### config.mk
export PLATFORM = sky130hd
export DESIGN_NAME = fetch_unit_flat
export DESIGN_NICKNAME = d
export VERILOG_FILES = /design/src/rtl/fetch_unit_pkg.sv /design/src/rtl/fetch_unit_if.sv /design/src/rtl/fetch_skid.sv /design/src/rtl/fetch_unit.sv /design/src/flat_wrapper.sv
export SDC_FILE = /design/constraint.sdc
export NUM_CORES = 1
export LEC_CHECK = 0
export ABC_AREA = 1
export CELL_PAD_IN_SITES_DETAIL_PLACEMENT = 1
export CELL_PAD_IN_SITES_GLOBAL_PLACEMENT = 2
export CORE_ASPECT_RATIO = 0.9
export CORE_MARGIN = 2
export CORE_UTILIZATION = 32
export DETAILED_ROUTE_END_ITERATION = 8
export PLACE_DENSITY = 0.91
export RECOVER_POWER = 100
export SLEW_MARGIN = 20
export SYNTH_ARGS = -nofsm -noshare
export SYNTH_HDL_FRONTEND = slang
export SYNTH_HIERARCHICAL = 1
export SYNTH_SLANG_ARGS = --single-unit
export TNS_END_PERCENT = 1
### constraint.sdc
create_clock -name clk -period 11.4 [get_ports clk]
set_input_delay 1.71 -clock clk [delete_from_list [all_inputs] [get_ports clk]]
set_output_delay 1.71 -clock clk [all_outputs]
set_load 0.1 [all_outputs]
### src/rtl/fetch_unit_pkg.sv
// Shared widths, pipeline flush masks and fetch-stage types.
package fetch_unit_pkg;

    localparam int unsigned ADDR_WIDTH     = 8;
    localparam int unsigned INST_WIDTH     = 32;
    localparam int unsigned NUM_PIPE_MASKS = 4;

    // Bit positions inside the flush vector
    localparam int unsigned PIPE_REG_PC     = 0;
    localparam int unsigned PIPE_REG_IF_ID  = 1;
    localparam int unsigned PIPE_REG_ID_EX  = 2;
    localparam int unsigned PIPE_REG_EX_MEM = 3;

    localparam logic [INST_WIDTH-1:0] NOP_INSTRUCTION = 32'h0000_0013;

    typedef enum logic {
        FETCH_RUN  = 1'b0,
        FETCH_HELD = 1'b1
    } fetch_state_e;

    // In-flight request between the PC register and IF/ID
    typedef struct packed {
        logic                  valid;
        logic [ADDR_WIDTH-1:0] pc;
        logic                  taken;
        logic [ADDR_WIDTH-1:0] target;
    } f2_req_t;

endpackage

### src/rtl/fetch_unit_if.sv
// Fetch-stage bus: BLT lookup, instruction memory, redirect and IF/ID outputs.
interface fetch_unit_if;
    import fetch_unit_pkg::*;

    logic                      stall;
    logic [NUM_PIPE_MASKS-1:0] flush;
    logic [ADDR_WIDTH-1:0]     jump_address;
    logic [ADDR_WIDTH-1:0]     pc;
    logic                      take_branch;
    logic [ADDR_WIDTH-1:0]     branch_predict;
    logic [ADDR_WIDTH-1:0]     imem_addr;
    logic [INST_WIDTH-1:0]     imem_data;
    logic                      if_id_valid;
    logic [ADDR_WIDTH-1:0]     if_id_pc;
    logic [INST_WIDTH-1:0]     if_id_instruction;
    logic                      if_id_branch_taken;
    logic [ADDR_WIDTH-1:0]     if_id_branch_taken_address;
    logic [31:0]               fetch_count;
    logic [31:0]               redirect_count;

    // Fetch unit side
    modport master (
        input  stall, flush, jump_address, take_branch, branch_predict, imem_data,
        output pc, imem_addr, if_id_valid, if_id_pc, if_id_instruction,
               if_id_branch_taken, if_id_branch_taken_address,
               fetch_count, redirect_count
    );

    // Pipeline / memory / BLT side
    modport slave (
        output stall, flush, jump_address, take_branch, branch_predict, imem_data,
        input  pc, imem_addr, if_id_valid, if_id_pc, if_id_instruction,
               if_id_branch_taken, if_id_branch_taken_address,
               fetch_count, redirect_count
    );

endinterface

### src/rtl/fetch_skid.sv
// One-entry skid buffer: keeps the F2 instruction alive while the PC holds
// during a stall, since imem output moves on once the address is re-presented.
module fetch_skid
    import fetch_unit_pkg::*;
(
    input  logic                  clk,
    input  logic                  rst,
    input  logic                  i_stall,
    input  logic                  i_flush,
    input  logic                  i_f2_valid,
    input  logic [INST_WIDTH-1:0] i_imem_data,
    output logic [INST_WIDTH-1:0] o_inst_c
);

    fetch_state_e          r_state;
    fetch_state_e          w_state_next;
    logic                  w_capture;
    logic                  w_release;
    logic [INST_WIDTH-1:0] r_skid_data;

    // State register
    always_ff @(posedge clk or posedge rst) begin
        if (rst) r_state <= FETCH_RUN;
        else     r_state <= w_state_next;
    end

    // Next state and capture/release strobes
    always_comb begin
        w_state_next = r_state;
        w_capture    = 1'b0;
        w_release    = 1'b0;
        if (i_flush) begin
            w_state_next = FETCH_RUN;
        end else begin
            case (r_state)
                FETCH_RUN: begin
                    if (i_stall && i_f2_valid) begin
                        w_state_next = FETCH_HELD;
                        w_capture    = 1'b1;
                    end
                end
                FETCH_HELD: begin
                    if (!i_stall) begin
                        w_state_next = FETCH_RUN;
                        w_release    = 1'b1;
                    end
                end
                default: w_state_next = FETCH_RUN;
            endcase
        end
    end

    // Skid data register
    always_ff @(posedge clk or posedge rst) begin
        if (rst)                        r_skid_data <= '0;
        else if (i_flush || w_release)  r_skid_data <= '0;
        else if (w_capture)             r_skid_data <= i_imem_data;
    end

    // Instruction source mux
    assign o_inst_c = (r_state == FETCH_HELD) ? r_skid_data : i_imem_data;

endmodule

### src/rtl/fetch_unit.sv
// Instruction-fetch stage: PC register, F2 request register, IF/ID register
// and fetch/redirect counters.
module fetch_unit
    import fetch_unit_pkg::*;
(
    input  logic          clk,
    input  logic          reset,
    fetch_unit_if.master  bus
);

    logic [ADDR_WIDTH-1:0] r_pc;
    f2_req_t               r_f2;
    logic                  r_if_id_valid;
    logic [ADDR_WIDTH-1:0] r_if_id_pc;
    logic [INST_WIDTH-1:0] r_if_id_instruction;
    logic                  r_if_id_taken;
    logic [ADDR_WIDTH-1:0] r_if_id_taken_address;
    logic [31:0]           r_fetch_count;
    logic [31:0]           r_redirect_count;

    logic                  w_flush_pc;
    logic                  w_flush_if_id;
    logic                  w_advance;
    logic [ADDR_WIDTH-1:0] w_pc_inc;
    logic [ADDR_WIDTH-1:0] w_pc_next;
    logic [INST_WIDTH-1:0] w_inst;
    logic                  w_load_valid;
    logic                  w_unused_flush;

    assign w_flush_pc     = bus.flush[PIPE_REG_PC];
    assign w_flush_if_id  = bus.flush[PIPE_REG_IF_ID];
    assign w_unused_flush = ^{bus.flush[PIPE_REG_ID_EX], bus.flush[PIPE_REG_EX_MEM]};
    assign w_advance      = !bus.stall && !w_flush_pc;
    assign w_pc_inc       = r_pc + ADDR_WIDTH'(1);
    assign w_load_valid   = r_f2.valid && !w_flush_pc;

    // Next-PC priority: redirect, stall, prediction, sequential
    always_comb begin
        w_pc_next = w_pc_inc;
        if (w_flush_pc)            w_pc_next = bus.jump_address;
        else if (bus.stall)        w_pc_next = r_pc;
        else if (bus.take_branch)  w_pc_next = bus.branch_predict;
    end

    // PC register
    always_ff @(posedge clk or posedge reset) begin
        if (reset) r_pc <= '0;
        else       r_pc <= w_pc_next;
    end

    // F2 request register: killed by redirect, held by stall
    always_ff @(posedge clk or posedge reset) begin
        if (reset) begin
            r_f2 <= '0;
        end else if (w_flush_pc) begin
            r_f2.valid <= 1'b0;
        end else if (w_advance) begin
            r_f2.valid  <= 1'b1;
            r_f2.pc     <= r_pc;
            r_f2.taken  <= bus.take_branch;
            r_f2.target <= bus.take_branch ? bus.branch_predict : w_pc_inc;
        end
    end

    fetch_skid u_skid (
        .clk         (clk),
        .rst         (reset),
        .i_stall     (bus.stall),
        .i_flush     (w_flush_pc),
        .i_f2_valid  (r_f2.valid),
        .i_imem_data (bus.imem_data),
        .o_inst_c    (w_inst)
    );

    // IF/ID register; invalid entries carry a NOP and no prediction
    always_ff @(posedge clk or posedge reset) begin
        if (reset) begin
            r_if_id_valid         <= 1'b0;
            r_if_id_pc            <= '0;
            r_if_id_instruction   <= NOP_INSTRUCTION;
            r_if_id_taken         <= 1'b0;
            r_if_id_taken_address <= '0;
        end else if (w_flush_if_id) begin
            r_if_id_valid         <= 1'b0;
            r_if_id_instruction   <= NOP_INSTRUCTION;
            r_if_id_taken         <= 1'b0;
        end else if (!bus.stall) begin
            r_if_id_valid         <= w_load_valid;
            r_if_id_pc            <= r_f2.pc;
            r_if_id_instruction   <= w_load_valid ? w_inst : NOP_INSTRUCTION;
            r_if_id_taken         <= w_load_valid && r_f2.taken;
            r_if_id_taken_address <= r_f2.target;
        end
    end

    // Fetch and redirect counters (free-running, wrap)
    always_ff @(posedge clk or posedge reset) begin
        if (reset) begin
            r_fetch_count    <= '0;
            r_redirect_count <= '0;
        end else begin
            if (!w_flush_if_id && !bus.stall && w_load_valid)
                r_fetch_count <= r_fetch_count + 32'd1;
            if (w_flush_pc)
                r_redirect_count <= r_redirect_count + 32'd1;
        end
    end

    assign bus.pc                         = r_pc;
    assign bus.imem_addr                  = r_pc;
    assign bus.if_id_valid                = r_if_id_valid;
    assign bus.if_id_pc                   = r_if_id_pc;
    assign bus.if_id_instruction          = r_if_id_instruction;
    assign bus.if_id_branch_taken         = r_if_id_taken;
    assign bus.if_id_branch_taken_address = r_if_id_taken_address;
    assign bus.fetch_count                = r_fetch_count;
    assign bus.redirect_count             = r_redirect_count;

endmodule
### src/flat_wrapper.sv
// flat-port wrapper written by rule: the top's interface ports become plain ports
module fetch_unit_flat import fetch_unit_pkg::*;
  (clk, reset, bus_stall, bus_flush, bus_jump_address, bus_take_branch, bus_branch_predict, bus_imem_data, bus_pc, bus_imem_addr, bus_if_id_valid, bus_if_id_pc, bus_if_id_instruction, bus_if_id_branch_taken, bus_if_id_branch_taken_address, bus_fetch_count, bus_redirect_count);
  fetch_unit_if bus_i ();
  input  logic clk;
  input  logic reset;
  input wire logic [$bits(bus_i.stall)-1:0] bus_stall;
  input wire logic [$bits(bus_i.flush)-1:0] bus_flush;
  input wire logic [$bits(bus_i.jump_address)-1:0] bus_jump_address;
  input wire logic [$bits(bus_i.take_branch)-1:0] bus_take_branch;
  input wire logic [$bits(bus_i.branch_predict)-1:0] bus_branch_predict;
  input wire logic [$bits(bus_i.imem_data)-1:0] bus_imem_data;
  output wire logic [$bits(bus_i.pc)-1:0] bus_pc;
  output wire logic [$bits(bus_i.imem_addr)-1:0] bus_imem_addr;
  output wire logic [$bits(bus_i.if_id_valid)-1:0] bus_if_id_valid;
  output wire logic [$bits(bus_i.if_id_pc)-1:0] bus_if_id_pc;
  output wire logic [$bits(bus_i.if_id_instruction)-1:0] bus_if_id_instruction;
  output wire logic [$bits(bus_i.if_id_branch_taken)-1:0] bus_if_id_branch_taken;
  output wire logic [$bits(bus_i.if_id_branch_taken_address)-1:0] bus_if_id_branch_taken_address;
  output wire logic [$bits(bus_i.fetch_count)-1:0] bus_fetch_count;
  output wire logic [$bits(bus_i.redirect_count)-1:0] bus_redirect_count;
  assign bus_i.stall = bus_stall;
  assign bus_i.flush = bus_flush;
  assign bus_i.jump_address = bus_jump_address;
  assign bus_i.take_branch = bus_take_branch;
  assign bus_i.branch_predict = bus_branch_predict;
  assign bus_i.imem_data = bus_imem_data;
  assign bus_pc = bus_i.pc;
  assign bus_imem_addr = bus_i.imem_addr;
  assign bus_if_id_valid = bus_i.if_id_valid;
  assign bus_if_id_pc = bus_i.if_id_pc;
  assign bus_if_id_instruction = bus_i.if_id_instruction;
  assign bus_if_id_branch_taken = bus_i.if_id_branch_taken;
  assign bus_if_id_branch_taken_address = bus_i.if_id_branch_taken_address;
  assign bus_fetch_count = bus_i.fetch_count;
  assign bus_redirect_count = bus_i.redirect_count;
  fetch_unit u_core (.clk(clk), .reset(reset), .bus(bus_i));
endmodule
Fig. 1: run 1, M1 wires
Bar = 50 um.
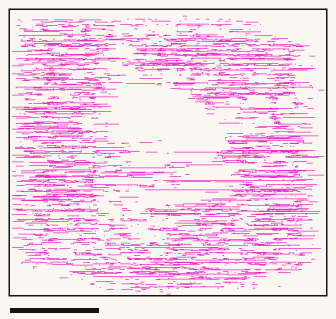
nets with wire on the layer: 1118
longest straight run: 80.0 um
wire length on this layer: 12500 um
share of all routed wire: 48%
main direction: horizontal
fraction of met1 tracks used by global routing: 26.6%
total number of vias: 7488
WL final: 26000 um

Fig. 2: run 1, the clock network
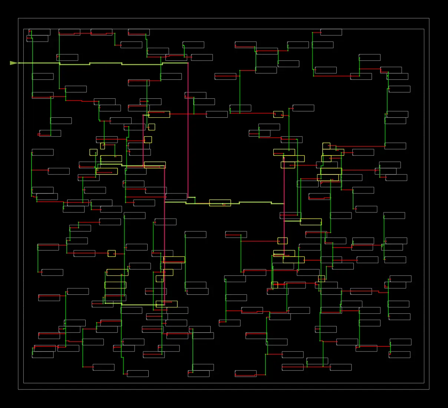
layout clock buffer count: 17
clock-net power: 0.568 mW
Flop Count: 173
source-to-sink clock delay at the later pin of the worst-skew pair: 0.43 ns
number of clock buffers inserted by TritonCTS: 17

==> notes.md, run 1 <==
Implementation progress

The run finished, with violations left. The report shows a maximum critical-path fanout of 57. The area growth from synthesis to layout stands at 29.3%. The fraction of final layout cells with drive strength greater than 1 stands at 7.23%.

The cell type that accounts for the most area after synthesis is sky130_fd_sc_hd__dfrtp_1. The tally of unique sky130hd cells used after synthesis stands at 36. The deepest level of the CTS H-tree stands at 4. The post-route utilization of the core is recorded as 42.4%. Yosys mapped a number of flops with a built-in enable equal to 0.

Per the final report, the share of cell area in non-clock buffers is 16.8%. The post-synthesis share of cell area spent on full adders, half adders and majority gates stands at 0.436%. OpenSTA lists the critical path startpoint as bus_flush[1]. The vertical die dimension stands at 160 um. 714 cells are multi-input combinational gates. The final timing report lists a max-slew violation count of 149.

The final reports fail on max-capacitance violations, max-slew violations. The most frequently used library cell after synthesis is sky130_fd_sc_hd__nand2_1. Per the Yosys statistics, synthesis produced 1029 cells. Per the OpenROAD floorplan log, the width of the die is 177 um.

The number of max-cap violations stands at 3.
Fig. 3: run 1, layout detail
Bar = 20 um. Window x 63 to 113, y 87 to 137 um. Cells in grey, sequential cells in the stronger grey; small squares are vias.
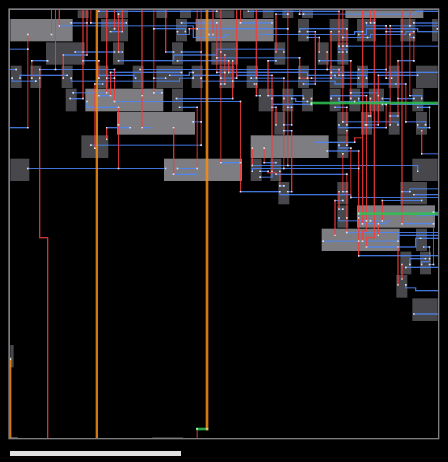
[green] M3
[red] M2
[blue] M1
[orange] M4
sequential cells in the window: 8
netlist names of flops here include: `u_core/bus.fetch_count` (8)
cells with their middle in the window: 62
most frequent: nand2_1 (24), nor2_1 (8), dfrtp_1 (8)

Fig. 4: run 1, pin map
Bar = 50 um. Pins as bars across the die edge, other pins in grey.
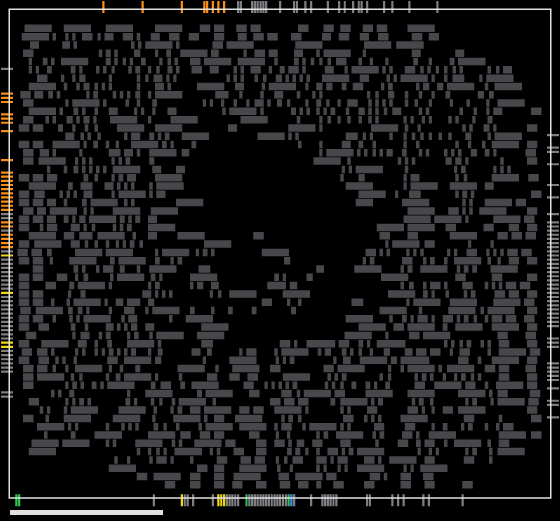
[yellow] `bus_pc` | pins: 8 | direction: output | edge: 4 left, 4 bottom
[orange] `bus_redirect_count` | pins: 32 | direction: output | edge: 24 left, 8 top
[green] `bus_flush` | pins: 4 | direction: input | edge: bottom
[blue] `bus_stall` | pins: 1 | direction: input | edge: bottom
all pins by edge: 60 left, 49 bottom, 45 right, 32 top

==> run 1: flip-flops by register name (all words and copies together), names as in the netlist <==
name / count
u_core/bus.if_id_pc: 8
u_core/bus.if_id_branch_taken: 1
u_core/bus.if_id_branch_taken_address: 8
u_core/bus.if_id_instruction: 32
u_core/bus.if_id_valid: 1
u_core/u_skid/r_skid_data: 32
u_core/bus.imem_addr: 8
u_core/u_skid/r_state: 1
u_core/r_f2: 18
u_core/bus.redirect_count: 32
u_core/bus.fetch_count: 32
==> run 1: kinds of logic after synthesis <==
logic type | after synthesis
xor gates and xnor gates | 43
AOI/OAI and AO/OA | 67
buffers and inverters | 142
and+or+nand+nor | 601
DFF | 173
adders and majority gates | 3
## Run 2: what changed since run 1
Settings changed: CORE_UTILIZATION 32 to 27, PLACE_DENSITY 0.91 to 0.82.
Clock period 11.4 ns to 5.21 ns, I/O delays scaled along.
Fig. 5: run 2, the clock network
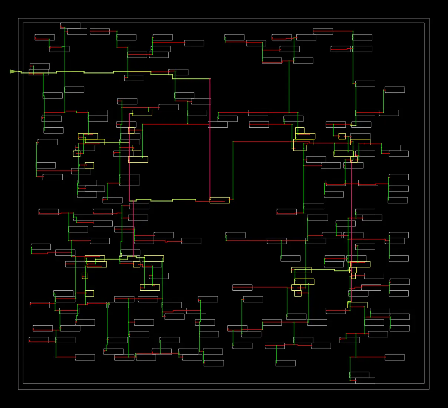
Layout Skew: 0.0152 ns
total number of clock tree sinks: 173

Fig. 6: run 2, pin map
Bar = 50 um. Pins as bars across the die edge, other pins in grey.
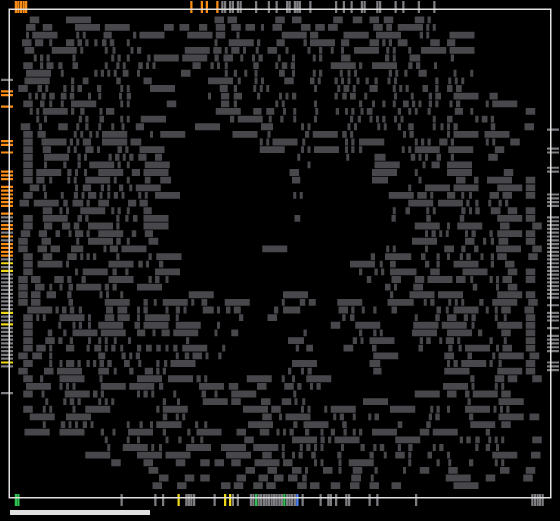
[orange] `bus_redirect_count` | pins: 32 | direction: output | edge: 23 left, 9 top
[green] `bus_flush` | pins: 4 | direction: input | edge: bottom
[yellow] `bus_pc` | pins: 8 | direction: output | edge: 5 left, 3 bottom
[blue] `bus_stall` | pins: 1 | direction: input | edge: bottom
all pins by edge: 58 left, 49 bottom, 44 right, 35 top
floorplan die width: 192 um
floorplan die height: 173 um
IO buf count: 183

Fig. 7: run 2, layout detail
Bar = 20 um. Window x 71 to 121, y 96 to 146 um. Cells in grey, sequential cells in the stronger grey; small squares are vias.
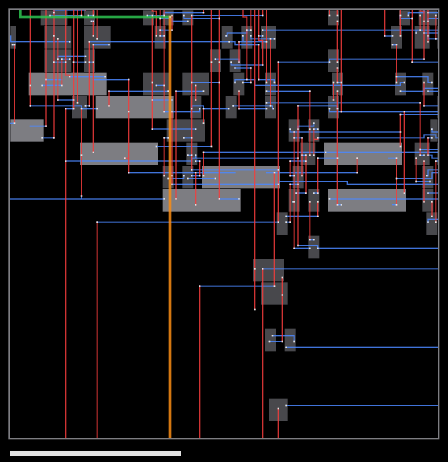
[green] M3
[red] M2
[blue] M1
[orange] M4
netlist names of flops here include: `u_core/bus.fetch_count` (7)
cells with their middle in the window: 63
sequential cells in the window: 7
most frequent: nand2_1 (23), inv_1 (8), nor2_1 (8)

==> run 2 against run 1 <==
Effect of this change: the run still ends with max-capacitance violations, max-slew violations left; non-clock buffer count is 2 higher; design area decreased by 0.18%; critical path depth fell by 1.
==> notes.md, run 2 <==
Implementation progress

The clock latency reported for the late side of the worst-skew pair stands at 0.44 ns (about the same). The number of buffers inserted during clock tree synthesis is 17 (unchanged). The fraction of final layout cells with drive strength greater than 1 came to 5.14% (-2.1 points). The final core utilization stands at 35.2% (-7.3 points). The post-synth tally of flip-flops with integrated enable stands at 0 (unchanged). The number of multi-input logic gates stands at 714 (unchanged). For met2 alone, demand over resource in global routing was 26.9%. The number of max-slew violations in the final report was 135 (-9.4%). The area growth from synthesis to layout stands at 29.1%. The non-clock buffer share of cell area stands at 16.9% (+0.064 points). The peak fanout along the critical path was 56 (-1.8%). The checks that failed: max-capacitance violations, max-slew violations.

The vias after detailed routing stands at 7492 (+0.053%). The wire length reported by the detailed router was 27000 um (+4.1%). The tally of unique sky130hd cells used after synthesis was 36 (unchanged). The count of instantiated cells in the yosys netlist stands at 1029 (unchanged). The headroom to the max-slew limit stands at -38.4%. The number of max-cap violations came to 4 (+1). The xor-xnor portion of the synthesized cell area stands at 4.37%. The global-route met1 utilization stands at 23.1% (-3.4 points).

Among all cell types in the netlist, the one instantiated most often is sky130_fd_sc_hd__nand2_1. met3 track demand over resource after global routing is 3.48%. The number of logged tool warnings stands at 28.

The run finished, with violations left. The post-synthesis share of cell area spent on full adders, half adders and majority gates was 0.436% (unchanged). sky130_fd_sc_hd__dfrtp_1 takes more of the synthesized area than any other cell. The number of sequential storage elements stands at 173 (unchanged).

The total power after layout stands at 3.91 mW. For this run, the slowest stage of the critical path takes 1.44 ns. The wire length of the first global-routing pass stands at 43800 um.

The worst supply voltage drop on vdd stands at 508 uV. In the per-layer breakdown of the detailed-route log, met1 shows 13000 um.
run 2: path summary, 6_finish.rpt:
kind | from | endpoint | slack (ns)
worst min register to register | u_core/bus.if_id_pc[3] | u_core/bus.if_id_pc[3] | 0.47
max in group asynchronous | reset | u_core/bus.if_id_instruction[29] | 2.11
worst max register to register | u_core/u_skid/r_state | u_core/u_skid/r_skid_data[29] | 3.07
min in group asynchronous | reset | u_core/bus.fetch_count[1] | 1.01
worst max-delay path | bus_stall | u_core/bus.fetch_count[8] | 1.51
worst min-delay path | u_core/bus.if_id_pc[3] | u_core/bus.if_id_pc[3] | 0.47
run 2: power breakdown:
group          internal, mW  total, mW  switching, mW
Sequential             1.45       1.56          0.108
Combinational         0.224       1.08          0.854
Clock                 0.639       1.27          0.632
Total                  2.31       3.91           1.59
## Run 3: what changed since run 2
Clock period 5.21 ns to 3.3 ns, I/O delays scaled along.
Fig. 8: run 3, layout detail
Bar = 20 um. Window x 71 to 121, y 96 to 146 um. Cells in grey, sequential cells in the stronger grey; small squares are vias.
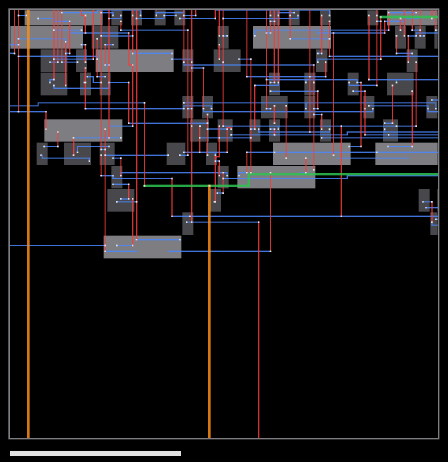
[red] M2
[blue] M1
[green] M3
[orange] M4
netlist names of flops here include: `u_core/bus.fetch_count` (10)
cells with their middle in the window: 59
sequential cells in the window: 10
most frequent: nand2_1 (18), nor2_1 (13), dfrtp_1 (10)

Fig. 9: run 3, M1 wires
Bar = 50 um.
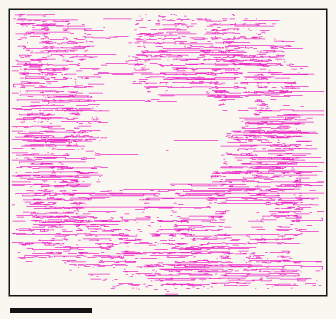
wire length on this layer: 13300 um
share of all routed wire: 50%
WL final: 26700 um
total number of vias: 7472

Fig. 10: run 3, register map, names as in the netlist
Bar = 50 um.
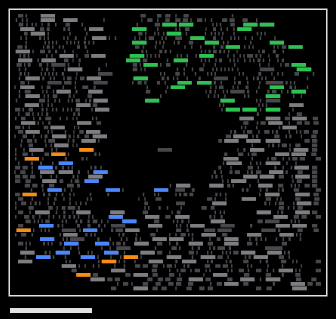
[green] `u_core/bus.fetch_count` | sequential cells: 32
[blue] `u_core/r_f2` | sequential cells: 18 | where: bottom left
[orange] `u_core/bus.if_id_branch_taken_address` | sequential cells: 8
not coloured: 115

==> run 3 against run 2 <==
Effect of this change: the flow now finishes without violations; clock skew is 0.0059 ns lower; register-to-register slack worse by 2.0 ns; first-iteration DRC count grew 9.1%; critical path depth is 2 lower; sequential power up 58%; non-clock buffer count is 4 higher; synthesized area unchanged.
==> notes.md, run 3 <==
Implementation progress

The worst supply voltage drop on vdd stands at 627 uV (+24%). The peak fanout along the critical path was 22 (-61%). The post-synth tally of flip-flops with integrated enable is 0 (unchanged). The number of buffers inserted during clock tree synthesis stands at 17 (unchanged). The internal cell power stands at 3.79 mW (+64%). The post-synthesis share of cell area spent on full adders, half adders and majority gates stands at 0.436% (unchanged). The count of instantiated cells in the yosys netlist stands at 1029 (unchanged). Per the timing report, the most critical flop-to-flop path finishes at u_core/bus.if_id_instruction[6]. The fraction of final layout cells with drive strength greater than 1 was 7.44% (+2.3 points). The number of port buffers came to 183 (unchanged). The clock share of power was 33.5% (+1.0 points). The number of sinks on the clock net was 173 (unchanged). The routed length on met1 stands at 13300 um (+1.9%). The register share of total power stands at 39.7% (-0.2 points). The wire length of the first global-routing pass stands at 43800 um (+0.13%). The synthesis stats list as the most numerous cell sky130_fd_sc_hd__nand2_1. The path with the worst hold slack has its endpoint at u_core/bus.if_id_branch_taken_address[6].

The combinational power share is 26.8% (-0.8 points). The switching power share of the total was 38.9% (-1.9 points). Sorting the Yosys area breakdown by cell type puts at the top sky130_fd_sc_hd__dfrtp_1. The vertical die dimension was 173 um (unchanged). The combinational cell power stands at 1.66 mW (+54%). The run finished with clean final reports. In this run the worst setup path terminates at u_core/bus.if_id_instruction[6]. The xor-xnor portion of the synthesized cell area stands at 4.37% (unchanged). Per STA, the startpoint of the critical path is bus_flush[0]. The x dimension of the die stands at 192 um (unchanged). The slack of the critical path stands at 0.545 ns. The tally of unique sky130hd cells used after synthesis stands at 36 (unchanged). The net load switching power stands at 2.41 mW (+51%). The number of logged tool warnings came to 28 (unchanged). The power drawn by the sequential cells was 2.46 mW (+58%). The clock latency reported for the late side of the worst-skew pair stands at 0.44 ns (about the same). The headroom to the max-slew limit stands at 6.40% (+45 points). Of all power groups, the one with the highest power is sequential cells.

The global-route met1 utilization is 23.4% (+0.28 points). Between the synthesized netlist and the finished layout, the area growth was recorded as 26.5%. Looking at hold timing, the worst path starts from u_core/bus.if_id_branch_taken_address[6].
==> run 3: worst max-delay path, cell delays in order <==
cell and delay (ns):
sky130_fd_sc_hd__dlygate4sd3_1 0.57, sky130_fd_sc_hd__clkinvlp_2 0.27, sky130_fd_sc_hd__nand2_1 0.16, sky130_fd_sc_hd__nor2_4 0.37
sky130_fd_sc_hd__clkbuf_1 1.00, sky130_fd_sc_hd__a32o_1 0.24
==> run 3: cell type report <==
type                    instances  area [sq um]  area share, %
multi-input cells             714          3610           33.1
repair buffers                196          1480           13.6
clock buffers                  22           484           4.44
clock inverters                 9           110           1.01
inverters                      95           364           3.34
flip-flops and latches        173          4330           39.7
well taps                     416           520           4.77
No activity file was given, so power comes from the tool's default toggle rates.
